**src/rtl/morse_player.sv**
```systemverilog
// Plays one letter A-Z as Morse keying in units of UNIT_TICKS tick pulses; signal/busy follow start by one cycle.
// No backpressure: start is only taken in IDLE and is dropped otherwise; done pulses for one cycle on return to IDLE.
module morse_player #(
    parameter int UNIT_TICKS = 4
) (
    input  logic       clk,
    input  logic       reset,
    input  logic       tick,
    input  logic       start,
    input  logic [4:0] letter,
    output logic       signal,
    output logic       busy,
    output logic       done
);

    typedef enum logic [1:0] {
        IDLE = 2'd0,
        MARK = 2'd1,
        GAP  = 2'd2,
        LGAP = 2'd3
    } state_t;

    localparam logic [9:0] T_UNIT  = 10'(UNIT_TICKS);
    localparam logic [9:0] T_TRIPLE = 10'(3 * UNIT_TICKS);

    // Entry format {len[2:0], pat[3:0]}; first element is pat[len-1], 1 = dash.
    function automatic logic [6:0] rom(input logic [4:0] l);
        case (l)
            5'd0:    rom = {3'd2, 4'b0001};
            5'd1:    rom = {3'd4, 4'b1000};
            5'd2:    rom = {3'd4, 4'b1010};
            5'd3:    rom = {3'd3, 4'b0100};
            5'd4:    rom = {3'd1, 4'b0000};
            5'd5:    rom = {3'd4, 4'b0010};
            5'd6:    rom = {3'd3, 4'b0110};
            5'd7:    rom = {3'd4, 4'b0000};
            5'd8:    rom = {3'd2, 4'b0000};
            5'd9:    rom = {3'd4, 4'b0111};
            5'd10:   rom = {3'd3, 4'b0101};
            5'd11:   rom = {3'd4, 4'b0100};
            5'd12:   rom = {3'd2, 4'b0011};
            5'd13:   rom = {3'd2, 4'b0010};
            5'd14:   rom = {3'd3, 4'b0111};
            5'd15:   rom = {3'd4, 4'b0110};
            5'd16:   rom = {3'd4, 4'b1101};
            5'd17:   rom = {3'd3, 4'b0010};
            5'd18:   rom = {3'd3, 4'b0000};
            5'd19:   rom = {3'd1, 4'b0001};
            5'd20:   rom = {3'd3, 4'b0001};
            5'd21:   rom = {3'd4, 4'b0001};
            5'd22:   rom = {3'd3, 4'b0011};
            5'd23:   rom = {3'd4, 4'b1001};
            5'd24:   rom = {3'd4, 4'b1011};
            5'd25:   rom = {3'd4, 4'b1100};
            default: rom = 7'd0;
        endcase
    endfunction

    state_t     state;
    logic [9:0] cnt;
    logic [3:0] pat;
    logic [1:0] idx;

    logic [6:0] ent;
    logic [2:0] first_idx;
    logic [9:0] target;
    logic       phase_end;

    always_comb begin
        ent       = rom(letter);
        first_idx = ent[6:4] - 3'd1;
        target    = T_UNIT;
        case (state)
            MARK:    target = pat[idx] ? T_TRIPLE : T_UNIT;
            GAP:     target = T_UNIT;
            LGAP:    target = T_TRIPLE;
            default: target = T_UNIT;
        endcase
        phase_end = tick && (cnt == target - 10'd1);
    end

    always_ff @(posedge clk) begin
        if (reset) begin
            state  <= IDLE;
            cnt    <= 10'd0;
            pat    <= 4'd0;
            idx    <= 2'd0;
            signal <= 1'b0;
            busy   <= 1'b0;
            done   <= 1'b0;
        end else begin
            done <= 1'b0;
            case (state)
                IDLE: begin
                    cnt <= 10'd0;
                    if (start && letter < 5'd26) begin
                        state  <= MARK;
                        pat    <= ent[3:0];
                        idx    <= first_idx[1:0];
                        signal <= 1'b1;
                        busy   <= 1'b1;
                    end
                end
                MARK: begin
                    if (phase_end) begin
                        cnt    <= 10'd0;
                        signal <= 1'b0;
                        state  <= (idx != 2'd0) ? GAP : LGAP;
                    end else if (tick) begin
                        cnt <= cnt + 10'd1;
                    end
                end
                GAP: begin
                    if (phase_end) begin
                        cnt    <= 10'd0;
                        idx    <= idx - 2'd1;
                        signal <= 1'b1;
                        state  <= MARK;
                    end else if (tick) begin
                        cnt <= cnt + 10'd1;
                    end
                end
                LGAP: begin
                    if (phase_end) begin
                        cnt   <= 10'd0;
                        busy  <= 1'b0;
                        done  <= 1'b1;
                        state <= IDLE;
                    end else if (tick) begin
                        cnt <= cnt + 10'd1;
                    end
                end
                default: state <= IDLE;
            endcase
        end
    end

endmodule

```
**config.mk**
```make
export PLATFORM = sky130hd
export DESIGN_NAME = morse_player
export DESIGN_NICKNAME = d
export VERILOG_FILES = /design/src/rtl/morse_player.sv
export SDC_FILE = /design/constraint.sdc
export NUM_CORES = 1
export LEC_CHECK = 0
export CAP_MARGIN = 0
export CORE_UTILIZATION = 50
export DETAILED_ROUTE_END_ITERATION = 8
export PLACE_DENSITY = 0.7
export SETUP_SLACK_MARGIN = 0.05
export SKIP_CTS_REPAIR_TIMING = 1
export SLEW_MARGIN = 20
export SYNTH_ARGS = -nofsm -noshare
export SYNTH_HDL_FRONTEND = slang
export SYNTH_SLANG_ARGS = --single-unit
```
**constraint.sdc**
```tcl
create_clock -name clk -period 2.8 [get_ports clk]
set_clock_uncertainty 0.15 [all_clocks]
set_input_delay 0.42 -clock clk [delete_from_list [all_inputs] [get_ports clk]]
set_output_delay 0.42 -clock clk [all_outputs]
set_load 0.005 [all_outputs]
```
==> run_1/registers.png <==
(8 px per um) Other sequential cells in the stronger gray, the rest of the logic in the fainter gray.
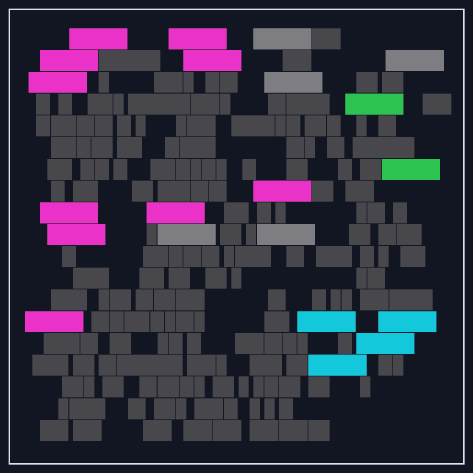
cyan -> `pat`  # flops 4
green -> `state`  # flops 2
magenta -> `cnt`  # flops 10
not colored = 5

==> run_1/port_nets.png <==
(8 px per um)
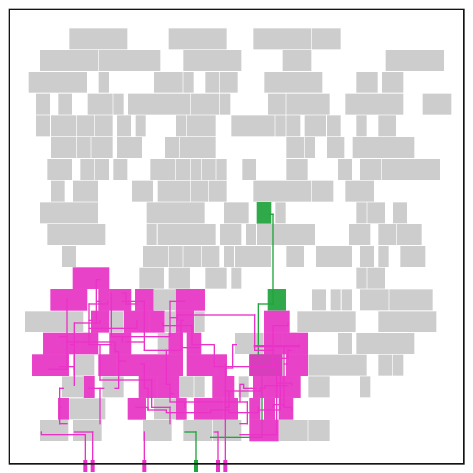
green -> `start`  # direction input, end cells 3, buffers 1, wire 42.0 um
magenta -> `letter`  # direction input, end cells 42, buffers 8, wire 330 um

==> results.cfg, run 1 <==
; synthesis and place-and-route metrics
[pwr]
comb-power_uw = 139
p_seq_share_pct = 53.1
powerSeq_uw = 322
powerClk_uw = 146
p_clk_share_pct = 24.0
p_sw_uw = 175
swShare_pct = 28.8
peakVddDrop_uv = 361
leakage_uw = 0.000603

[route]
wl_per_cell_um = 13.7
drt_wl_total_mm = 3.05
wl_met2_mm = 1.48
vias_per_cell = 5.90
first_pass_iters = 4
m1WireLength_mm = 1.43
wl_met3_um = 104
drt-initial-drc-count = 46
top_layer = met4

[global_routing]
grt_pass1_vias = 1237
antenna_found_initial = 0
grt.overflow.total = 0
grt_pass1_wl_mm = 5.44
grt.total_usage_pct = 21.6

[final_timing]
hold_violations = 0
finalCritPeriodShare_pct = 84.5
post-route-min-period_ns = 2.37
tightestPinTransition_ns = 0.446
setup_tns_ns = 0
final_max_slew_viol_count = 0
rsz0062_at_grt = no
worst_hold_slack_ns = 0.314

[logic_synthesis]
avgSynthCellArea_um2 = 8.29
ys_sh_xor_pct = 4.69
ys_seq_elements = 21
ys_warn_count = 0
top_cells_by_count = 21 x dfxtp_1, 17 x nor2_1, 15 x nor3_1
ys_cells = 180
ys_sh_mux_pct = 5.20
syn-num-nets = 195
ys_sh_aoi_pct = 18.7
synth-simple-area-share_pct = 33.0
synthFlopType = dfxtp_1
yosysTopAreaCell = dfxtp_1
top_logic_kind = simple AND/OR/NAND/NOR gates
postSynthCellCount = 180
netlist.area_leader.share_pct = 28.2
ys_sh_adder_pct = 5.03
yosys_area_um2 = 1490

[job]
warning_count = 30
drv_cap = 0

[cells_and_area]
seqCellArea_um2 = 420
logic_area_um2 = 995
flops = 21
comb_share_pct = 59.5
syn_to_final_growth_pct = 12.1
reg_top3 = cnt: 10 flops, pat: 4 flops
top_register = cnt
finalNetCount = 207
final-nonclk-buf-share_pct = 9.72
fill_cells = 263
largest_reg_flops = 10
seq_share_pct = 25.1
clk_share_pct = 1.57

[status]
status = finished, final reports clean

[min_path]
hold_path_class = reg2reg

[worst_setup_path]
critPathCaptureType = flip-flop
critical-path-top-delay-family = simple AND/OR/NAND/NOR gates
path_max_fanout = 2
crit_slowest_cell = clkdlybuf4s50_1
required_ns = 2.87
critPathLaunch = letter[0]
reg2reg_depth = 5
worstSetupPathDepth = 8
timing.rr.start = idx[0]
r2r-end = state[0]
cp_num_buf_inv = 2

[clock_tree]
htree_levels = 1
cts.clk_slew.worst_paths_ns = 0.12
clk_latency_ns = 0.31
cts_tree = built
clkSinkCount = 21
cts_root_buffer = clkbuf_4
clk_path_buf_depth = 2

[die]
pin_count = 12
tap_cells = 31
die_h_um = 56.6
initCoreUtil_pct = 53.7
chipArea_um2 = 3210

[placed_design]
hpwl_mm = 2.43
port_buffers = 11
==> run_1/final_congestion.png <==
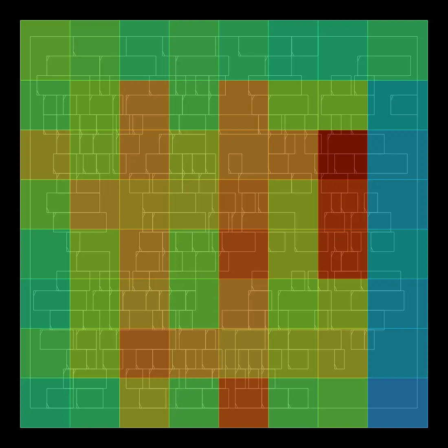
met3 Use GR: 5.30%
Top Usage Layer GRT: met2
met2 GRT Util: 35.5%
M1 GR Usage: 28.0%
utilization after layout: 60.1%

[run 1: worst reg2reg max path, cell delays in order (launching register included)]
cell	delay, ns
dfxtp_1	0.46
mux2_4	0.34
o21a_2	0.21
a211oi_2	0.39
o21ai_1	0.14
a211oi_1	0.26
[run 1: stage by stage]
step / instance area, um^2 / utilization [%] / std cells / total power (uW) / setup slack [ns]
after floorplan: 1490 / - / 180 / 425 / 0.666
after global placement: 1650 / 59.2 / 218 / 464 / 0.143
after detailed placement: 1650 / 59.2 / 218 / 468 / 0.101
after CTS: 1670 / 60.1 / 222 / 614 / 0.425
after global routing: 1670 / 60.1 / 222 / 640 / 0.266
final: 1670 / 60.1 / 222 / 607 / 0.433
==> run_1/met2.png <==
(4 px per um)
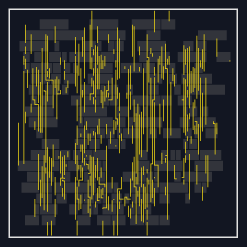

==> inputs of run 2 (changes only) <==
Settings changed: PLACE_DENSITY 0.7 to 0.73.
Clock period 2.8 ns to 1.9 ns, I/O delays scaled along.
==> run_2/met2.png <==
(4 px per um)
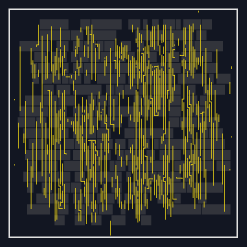
nets with wire on the layer = 214
longest straight run = 29.9 um
share of all routed wire = 51%
wire length on this layer = 1920 um
main direction = vertical

==> run_2/registers.png <==
(8 px per um) Other sequential cells in the stronger gray, the rest of the logic in the fainter gray.
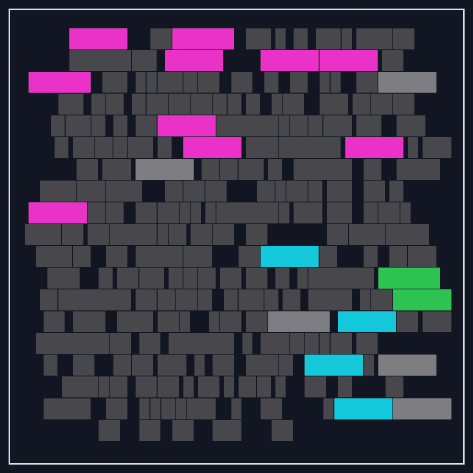
cyan -> `pat`  # flops 4, where bottom right
magenta -> `cnt`  # flops 10
green -> `state`  # flops 2

==> run 2 against run 1 <==
Against the previous run:
- worst setup slack got worse by 0.43 ns
- count of clock-buffer cells in the layout down 1
- sequential cell count unchanged
- global-route usage grew 3.5 points
==> results.cfg, run 2 <==
; synthesis and place-and-route metrics
[logic_synthesis]
avgSynthCellArea_um2 = 8.29
netlist.area_leader.share_pct = 28.2
synthFlopType = dfxtp_1
postSynthCellCount = 180
synth_area_um2 = 1490
yosysTopAreaCell = dfxtp_1
synth-simple-area-share_pct = 33.0
ys_sh_adder_pct = 5.03
ys_sh_xor_pct = 4.69
top_logic_kind = simple AND/OR/NAND/NOR gates
ys_seq_share_pct = 28.2
syn-num-nets = 195
ys_sh_mux_pct = 5.20
yosys_area_um2 = 1490
ys_warn_count = 0
ys_sh_aoi_pct = 18.7
ys_cells = 180
top_cells_by_count = 21 x dfxtp_1, 17 x nor2_1, 15 x nor3_1
ys_seq_elements = 21
top_cells_by_area = dfxtp_1 28%, ha_1 5.0%, nor3_1 5.0%

[pwr]
intPower_uw = 683
peakVddDrop_uv = 467
leakage_uw = 0.000823
power_uw = 980
swShare_pct = 30.4
p_clk_share_pct = 22.2
comb-power_uw = 289
pwr-share-comb_pct = 29.5
powerClk_uw = 218
powerSeq_uw = 474
p_seq_share_pct = 48.3
p_sw_uw = 298

[cells_and_area]
syn_to_final_growth_pct = 37.0
logic_area_um2 = 1080
finalNetCount = 241
largest_reg_flops = 10
top_register = cnt
layout.cells.non_filler = 256
seqCellArea_um2 = 425
fin_util_pct = 73.5
fill_cells = 216
final_cell_area_um2 = 2050
reg_top3 = cnt: 10 flops, pat: 4 flops

[route]
route.detailed.drc = 0
first_pass_iters = 4
wl_met3_um = 110
m1WireLength_mm = 1.68
vias_per_cell = 5.93
wl_met2_mm = 1.92
top_layer = met4
wl_per_cell_um = 14.8
drt_wl_total_mm = 3.78
drt-initial-drc-count = 49

[clock_tree]
cts_tree = built
clk_latency_ns = 0.31
clk_path_buf_depth = 2
cts_root_buffer = clkbuf_4
clkSinkCount = 21
cts.clk_slew.worst_paths_ns = 0.13
htree_levels = 1

[final_timing]
post-route-min-period_ns = 1.90
finalCritPeriodShare_pct = 100
final_max_slew_viol_count = 0
worst_hold_slack_ns = 0.323
setup_tns_ns = 0
rsz0062_at_grt = yes
max_freq_mhz = 526
setup_ws_ns = 0.000347
tightestPinTransition_ns = 0.423
hold_violations = 0

[placed_design]
place_inst = 249
globalplace.congestion = 0.896
hpwl_mm = 2.91
port_buffers = 11
dp_slack_ns = -0.760
dpl-instance-area_um2 = 1910

[worst_setup_path]
path_max_fanout = 4
critical-path-top-delay-family = simple AND/OR/NAND/NOR gates
critPathLaunch = cnt[9]
crit_slowest_cell = nor4_1
critPathCaptureType = flip-flop
cp_num_buf_inv = 1
required_ns = 1.92
timing.rr.start = cnt[9]
worst_setup_path_start_kind = flip-flop

[job]
drv_cap = 0
warning_count = 32

[min_path]
hold_path_class = reg2reg
hp-start = pat[2]

[status]
status = finished, final reports clean

[global_routing]
busiest_layer = met2
grt.overflow.total = 0
grtUsageMet3_pct = 3.69
met1_usage_pct = 33.3
grt.total_usage_pct = 25.0
grt_pass1_wl_mm = 6.40
grt_max_degree = 13
grt.met2_usage_pct = 39.7
antenna_found_initial = 0
grt_pass1_vias = 1470

[die]
die_h_um = 56.6
pin_count = 12
chipArea_um2 = 3210
initCoreUtil_pct = 53.7
core_area_um2 = 2780
run 2: cell types whose count changed in the layout (fill, tap and decap cells not counted), sizes merged:
cell	previous run	this run
clkdlybuf4s50	11	6
dlymetal6s2s	0	3
clkbuf	4	3
clkinv	0	1
buf	7	43
run 2: layout make-up:
| class | instances | area share (%) |
|---|---|---|
| multi-input combinational | 140 | 53.0 |
| sequential | 21 | 20.8 |
| timing repair buffer | 52 | 20.8 |
| inverter | 8 | 2.20 |
| tap | 31 | 1.90 |
| clock buffer | 3 | 1.10 |
| clock inverter | 1 | 0.245 |
run 2: worst paths after layout:
path	end	slack [ns]	cells after the start
setup / recovery	state[0]	0.0003	5
hold reg to reg	pat[2]	0.32	2
setup reg to reg	state[0]	0.0003	5
hold / removal	pat[2]	0.32	2
Power is estimated from default activity; no workload was simulated.
